[config.mk]
export PLATFORM = sky130hd
export DESIGN_NAME = core_int_ctrl
export DESIGN_NICKNAME = d
export VERILOG_FILES = /design/src/rtl/core_int_ctrl.sv
export SDC_FILE = /design/constraint.sdc
export NUM_CORES = 1
export LEC_CHECK = 0
export ABC_AREA = 1
export CAP_MARGIN = 5
export CELL_PAD_IN_SITES_DETAIL_PLACEMENT = 1
export CELL_PAD_IN_SITES_GLOBAL_PLACEMENT = 1
export CORE_ASPECT_RATIO = 0.6
export CORE_MARGIN = 3
export CORE_UTILIZATION = 27
export CTS_CLUSTER_SIZE = 25
export DETAILED_ROUTE_END_ITERATION = 12
export GPL_TIMING_DRIVEN = 0
export PLACE_DENSITY = 0.86
export RECOVER_POWER = 50
export SETUP_SLACK_MARGIN = 0.1
export SLEW_MARGIN = 20
export SYNTH_ARGS = -nofsm -noshare
export SYNTH_HDL_FRONTEND = slang
export SYNTH_SLANG_ARGS = --single-unit
[constraint.sdc]
create_clock -name i_clk -period 2.5 [get_ports i_clk]
set_input_delay 0.5 -clock i_clk [delete_from_list [all_inputs] [get_ports i_clk]]
set_output_delay 0.5 -clock i_clk [all_outputs]
set_load 0.005 [all_outputs]
[src/rtl/core_int_ctrl.sv]
// core_int_ctrl: inter-core interrupt controller with per-core pending-sender sets,
// message words and round-robin source selection. Optional feature macro: CORE_INT_MASK_EN.
module core_int_ctrl #(
    parameter int CORES = 2,
    parameter int RW    = 16
) (
    input  logic                  i_clk,
    input  logic                  i_rst,
    input  logic [CORES*RW-1:0]   i_sr_addr,
    input  logic [CORES*RW-1:0]   i_sr_data,
    input  logic [CORES-1:0]      i_sr_we,
    output logic [CORES-1:0]      o_core_int,
    output logic [CORES*RW-1:0]   o_core_int_sreg
);
    localparam int PW = (CORES > 1) ? $clog2(CORES) : 1;
    localparam logic [RW-1:0] A_SEND = RW'(9);
    localparam logic [RW-1:0] A_CLR  = RW'(10);
    localparam logic [RW-1:0] A_MSG  = RW'(11);

    logic [CORES-1:0] r_pend [CORES];
    logic [RW-1:0]    r_msg  [CORES];
    logic [PW-1:0]    r_ptr  [CORES];
    logic [CORES-1:0] w_mask [CORES];

    logic [CORES-1:0] w_we_send;
    logic [CORES-1:0] w_we_clr;
    logic [CORES-1:0] w_we_msg;
    logic [CORES-1:0] w_set      [CORES];
    logic [CORES-1:0] w_clr      [CORES];
    logic [PW-1:0]    w_src      [CORES];
    logic [PW-1:0]    w_ptr_next [CORES];
    logic [CORES-1:0] w_src_v;

`ifdef CORE_INT_MASK_EN
    logic [CORES-1:0] r_mask [CORES];
    logic [CORES-1:0] w_we_mask;

    always_ff @(posedge i_clk) begin
        for (int k = 0; k < CORES; k++) begin
            if (i_rst)
                r_mask[k] <= '1;
            else if (w_we_mask[k])
                r_mask[k] <= i_sr_data[k*RW +: CORES];
        end
    end

    always_comb begin
        for (int k = 0; k < CORES; k++)
            w_mask[k] = r_mask[k];
    end
`else
    always_comb begin
        for (int k = 0; k < CORES; k++)
            w_mask[k] = '1;
    end
`endif

    always_comb begin
        logic [CORES-1:0]   w_hit;
        logic [2*CORES-1:0] w_dbl;
        logic [PW:0]        w_sum;
        w_hit = '0;
        w_dbl = '0;
        w_sum = '0;
        for (int k = 0; k < CORES; k++) begin
`ifdef CORE_INT_MASK_EN
            // data[RW-1] turns a 0x9 write into a mask load instead of a send
            w_we_mask[k] = i_sr_we[k] && (i_sr_addr[k*RW +: RW] == A_SEND) && i_sr_data[k*RW + RW - 1];
            w_we_send[k] = i_sr_we[k] && (i_sr_addr[k*RW +: RW] == A_SEND) && !i_sr_data[k*RW + RW - 1];
`else
            w_we_send[k] = i_sr_we[k] && (i_sr_addr[k*RW +: RW] == A_SEND);
`endif
            w_we_clr[k] = i_sr_we[k] && (i_sr_addr[k*RW +: RW] == A_CLR);
            w_we_msg[k] = i_sr_we[k] && (i_sr_addr[k*RW +: RW] == A_MSG);
            w_clr[k]    = w_we_clr[k] ? i_sr_data[k*RW +: CORES] : '0;
        end
        for (int t = 0; t < CORES; t++) begin
            w_set[t] = '0;
            for (int j = 0; j < CORES; j++)
                w_set[t][j] = w_we_send[j] && i_sr_data[j*RW + t];
        end
        // Rotate the eligible set so the search starts at ptr; lowest offset wins.
        for (int k = 0; k < CORES; k++) begin
            w_hit      = r_pend[k] & w_mask[k];
            w_dbl      = {w_hit, w_hit} >> r_ptr[k];
            w_src_v[k] = 1'b0;
            w_src[k]   = '0;
            for (int off = CORES - 1; off >= 0; off--) begin
                if (w_dbl[off]) begin
                    w_src_v[k] = 1'b1;
                    w_sum      = {1'b0, r_ptr[k]} + (PW+1)'(off);
                    w_src[k]   = (w_sum >= (PW+1)'(CORES)) ? PW'(w_sum - (PW+1)'(CORES)) : PW'(w_sum);
                end
            end
            w_ptr_next[k] = (w_src[k] == PW'(CORES - 1)) ? '0 : w_src[k] + 1'b1;
        end
    end

    // Set terms are OR-ed after the clear so a coincident send is never lost.
    always_ff @(posedge i_clk) begin
        for (int k = 0; k < CORES; k++) begin
            if (i_rst) begin
                r_pend[k] <= '0;
                r_msg[k]  <= '0;
                r_ptr[k]  <= '0;
            end else begin
                r_pend[k] <= (r_pend[k] & ~w_clr[k]) | w_set[k];
                if (w_we_clr[k] && w_src_v[k])
                    r_ptr[k] <= w_ptr_next[k];
                if (w_we_msg[k])
                    r_msg[k] <= i_sr_data[k*RW +: RW];
            end
        end
    end

    generate
        for (genvar gi = 0; gi < CORES; gi++) begin : g_core
            logic [RW-1:0] w_addr;
            logic [RW-1:0] w_rd;

            assign w_addr = i_sr_addr[gi*RW +: RW];

            always_comb begin
                w_rd = '0;
                case (w_addr)
                    A_SEND: begin
                        w_rd[CORES-1:0] = r_pend[gi];
`ifdef CORE_INT_MASK_EN
                        w_rd[8 +: CORES] = r_mask[gi];
`endif
                    end
                    A_CLR: begin
                        w_rd[RW-1]   = w_src_v[gi];
                        w_rd[PW-1:0] = w_src[gi];
                    end
                    A_MSG: begin
                        if (w_src_v[gi])
                            w_rd = r_msg[w_src[gi]];
                    end
                    default: ;
                endcase
            end

            assign o_core_int_sreg[gi*RW +: RW] = w_rd;
            assign o_core_int[gi]               = |(r_pend[gi] & w_mask[gi]);
        end
    endgenerate
endmodule

==> impl_metrics.toml, run 1 <==
# implementation run metrics
[finish]
multi_input_comb_cells = 214
inverters = 65
fin_nets = 520
lay_top_cells = "62 x nor2_1, 60 x inv_1, 56 x nand2_1"
antenna_cells = 1
syn2layout_area_growth_pct = 60.0
fillers = 1048

[timing]
tns_ps = 0
hold_ws_ps = 481
clock_skew_ps = 1.48
period_used_pct = 95.7
fmax_mhz = 418
hold_viol = 0
timing.slew.headroom_pct = 46.1
period_minus_slack_ps = 2390

[die]
dieArea_um2 = 10100
initial_core_util_pct = 29.2
ios = 102

[grt]
grt_util_all_layers_pct = 18.9
grt_busiest_layer = "met2"
grt-ovfl-total = 0
grt_pass1_vias = 2735
met1_usage_pct = 24.5

[logic_synthesis]
syn-cell-area_um2 = 2410
ys_cells = 327
ys_sh_adder_pct = 0
ys_types = 27
avgSynthCellArea_um2 = 7.36
ys.flops = 38
ys_warn_count = 0
ys_seq_share_pct = 45.7
topCombFamilyByArea = "simple AND/OR/NAND/NOR gates"

[route]
drt-initial-drc-count = 137
ant_nets = 0
wl_met2_um = 4750
routed_wl_um = 9920
m1WireLength_um = 4390
routed-wl-met3_um = 563

[clock_tree]
postCtsSetupRepairBufs = 11
postCtsHoldBufs = 0
path_clk_slew_ps = 60
cts_buffers = 5
cts_tree = "yes"
cts_sinks = 38

[setup_path]
cp_data_arrival_time_ps = 1890
critPathBufInv = 4
crit_chain = "clkdlybuf4s50_1 -> nor2_1 -> nand2_1 -> inv_2 -> nand3_4 -> buf_6 -> o21a_1 -> nor2_1 -> buf_2"
worst-path-stages = 9
crit_top_cell = "nor2_1"
rr_worst_depth = 4
r2r-start = "r_pend[1][1]"
crit_path_end = "o_core_int_sreg[31]"

[placement]
port_buffers = 101
gp_routability_congestion = 0.871

[pwr]
leakagePower_nw = 1.98
p_per_area_nw_per_um2 = 404

[status]
status = "finished clean"

[hold_path]
hp-start = "r_pend[1][0]"

[run]
warnings = 28
==> run 1: state kept, by name, indices dropped and copies added, names as in the netlist <==
name and count:
r_ptr 2, r_msg 32, r_pend 4
==> run 1: cells in the mapped netlist (all sizes together) <==
library cell  instances
nor2                 86
inv                  64
nand2                61
edfxtp               34
o21ai                33
nand3                10
nand4                 9
buf                   7
a21oi                 6
dfxtp                 4
clkbuf                3
nor3                  3
a22oi                 1
and2                  1
clkinv                1
nand3b                1
o211ai                1
o21a                  1
o22ai                 1
==> run 1: report_power, final <==
| part | internal, mW | total (mW) | switching [mW] |
|---|---|---|---|
| clock | 0.364 | 0.626 | 0.261 |
| sequential | 0.718 | 0.736 | 0.0177 |
| combinational | 0.105 | 0.196 | 0.0903 |
| total | 1.19 | 1.56 | 0.369 |
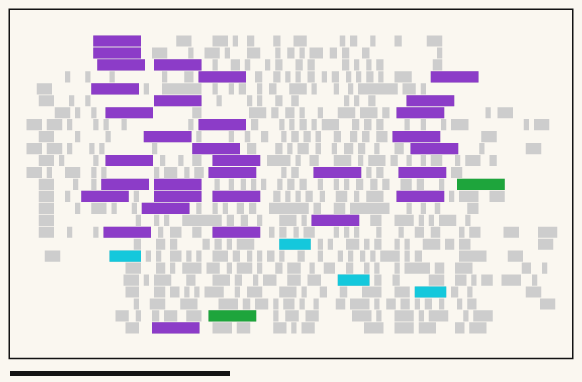
Fig. 1. Sequential cells coloured by netlist name (run 1).
Scale bar: 50 um. Other cells in grey.
green -> r_ptr  # sequential cells 2
purple -> r_msg  # sequential cells 32
cyan -> r_pend  # sequential cells 4

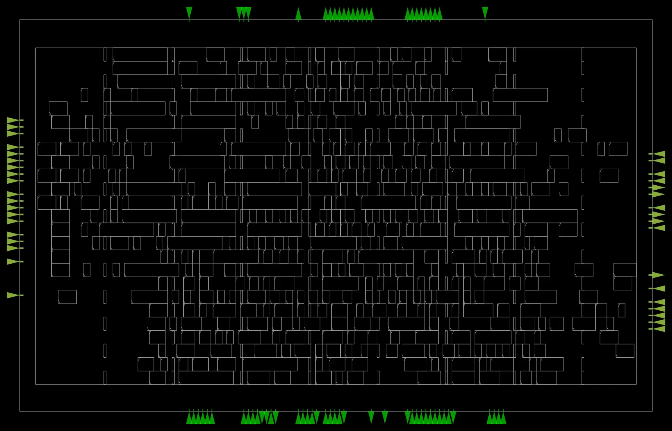
Fig. 2. Placed standard cells (run 1).
Layout Utilization: 46.7%
Layout Cells excl Fill: 562
# rows: 25
core area: 8260 um^2
fraction of area in registers: 28.6%

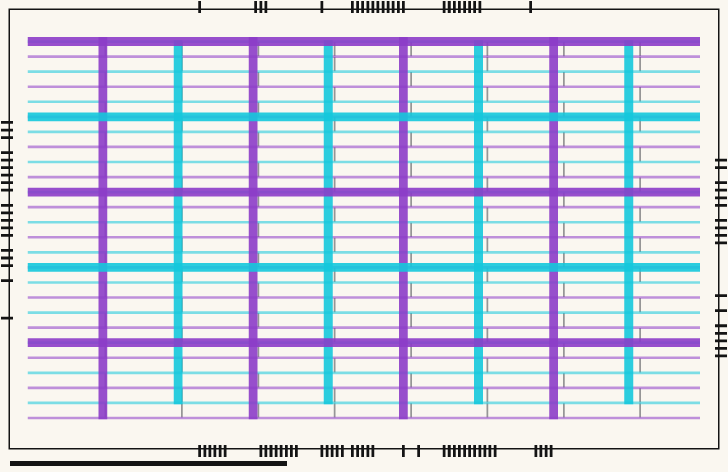
Fig. 3. PDN straps and rails (run 1).
Scale bar: 50 um. Pins as bars on the die edge. Tap cells in grey.
cyan -> VDD
purple -> VSS
rows = 25
signal pins = 102
Max VDD drop: 0.238 mV
Chip Height: 79.1 um

==> run 2: changes to the inputs <==
CTS_CLUSTER_DIAMETER = 80   (was default)
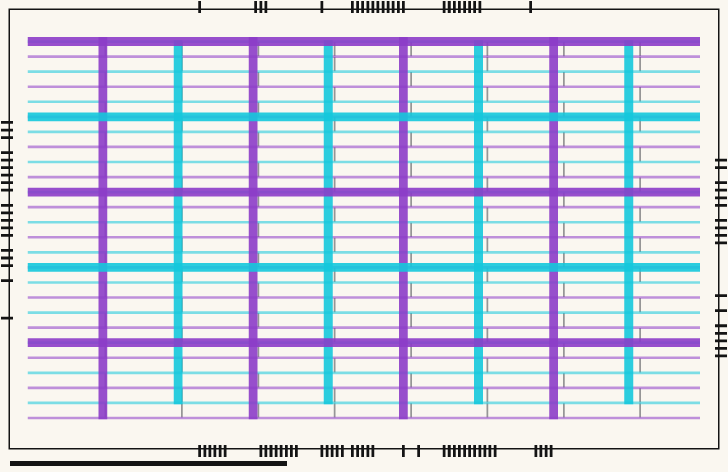
Fig. 4. PDN straps and rails (run 2).
Scale bar: 50 um. Pins as bars on the die edge. Tap cells in grey.
cyan -> VDD
purple -> VSS
tap cells = 108
signal pins = 102
met1 rails = 26
met4 straps = 8

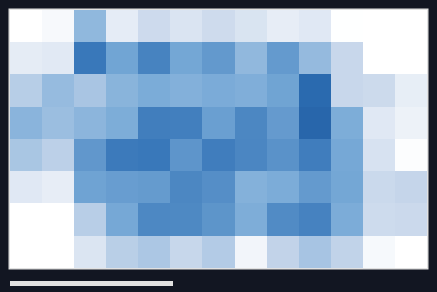
Fig. 5. Placement density heat map (run 2).
Scale bar: 50 um. 13 x 8 tiles, from white (low) to dark blue (high), 0 to 100% covered.
fullest tile = 78%
emptiest ninth of the die = upper right
tiles over 75% full = 1.9%

==> run 2 against run 1 <==
  * First-iteration DRC count stayed put
  * Wire length unchanged
  * Cell count is the same
  * Via count stayed put
  * Highest routed layer unchanged
==> impl_metrics.toml, run 2 <==
# implementation run metrics
[die]
ios = 102
die_h_um = 79.1
fp-row-count = 25
fp.coreArea_um2 = 8260
dieArea_um2 = 10100
initial_core_util_pct = 29.2

[logic_synthesis]
syn-cell-area_um2 = 2410
post-synth-top-count-cell = "nor2_1"
synth-edff-count = 34
topCombFamilyByArea = "simple AND/OR/NAND/NOR gates"
ys_warn_count = 0
ys_sh_adder_pct = 0
ys_seq_share_pct = 45.7
avgSynthCellArea_um2 = 7.36
ys.flops = 38
ys_types = 27

[finish]
fillers = 1048
postLayoutCoreUtil_pct = 46.7
syn2layout_area_growth_pct = 60.0
lay_top_cells = "62 x nor2_1, 60 x inv_1, 56 x nand2_1"
final_cells = 562
regMostFlops = "r_msg"
inverters = 65
sh_seq_area_pct = 28.6
fin_nets = 520
multi_input_comb_cells = 214
antenna_cells = 1
largest_reg_flops = 32

[clock_tree]
postCtsSetupRepairBufs = 11
path_clk_slew_ps = 60
cts_buffers = 5
cts_tree = "yes"
cts_sinks = 38
postCtsHoldBufs = 0

[timing]
hold_viol = 0
fmax_mhz = 418
clock_skew_ps = 1.48
hold_ws_ps = 481
tns_ps = 0

[pwr]
clockPowerShare_pct = 40.2
internal_power_mw = 1.19
power_frac_seq_pct = 47.3
powerSeq_mw = 0.736
swShare_pct = 23.7
top_power_group = "registers"
leakagePower_nw = 1.98
p_per_area_nw_per_um2 = 404
p_clk_mw = 0.626
peakVddDrop_mv = 0.238
combPwrFrac_pct = 12.6

[route]
drt-initial-drc-count = 137
wl_met2_um = 4750
routed_wl_um = 9920
detail_route.vias_per_cell = 4.63
m1WireLength_um = 4390
routed-wl-met3_um = 563

[setup_path]
crit_top_cell = "nor2_1"
cp_data_arrival_time_ps = 1890
cpPeakStageDelay_ps = 400

[grt]
grt_busiest_layer = "met2"
grt-ovfl-total = 0
grt_pass1_vias = 2735
met1_usage_pct = 24.5

[placement]
port_buffers = 101
gp_routability_congestion = 0.871

[run]
warnings = 28

[status]
status = "finished clean"
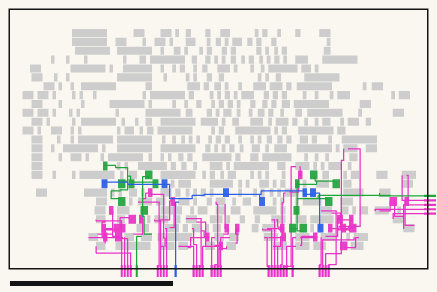
Fig. 6. Nets reached from selected ports (run 2).
Scale bar: 50 um.
magenta -> i_sr_addr  # bits 32, direction input, edge 28 bottom, 4 right, end cells 25, buffers 32, wire 799 um
green -> i_sr_we  # bits 2, direction input, edge 1 bottom, 1 right, end cells 14, buffers 2, wire 151 um
blue -> i_rst  # bits 1, direction input, edge bottom, end cells 7, buffers 1, wire 109 um

[run 2: path summary, 6_finish.rpt]
| path | start | end | slack, ps | cells after the start |
|---|---|---|---|---|
| worst min register to register | r_pend[1][0] | r_pend[1][0] | 480 | 2 |
| worst min-delay path | r_pend[1][0] | r_pend[1][0] | 480 | 2 |
| worst max-delay path | i_sr_addr[21] | o_core_int_sreg[31] | 110 | 9 |
| worst max register to register | r_pend[1][1] | r_ptr[1] | 1160 | 4 |
[run 2: cells by family after synthesis]
family,after synthesis
AOI/OAI and AO/OA,43
buffers and inverters,75
and+or+nand+nor,171
DFF,38
[run 2: worst max-delay path, delay by kind of cell]
| kind | cells | cell delay (ps) |
|---|---|---|
| and+or+nand+nor | 4 | 440 |
| buffers and inverters | 4 | 790 |
| AOI/OAI and AO/OA | 1 | 160 |
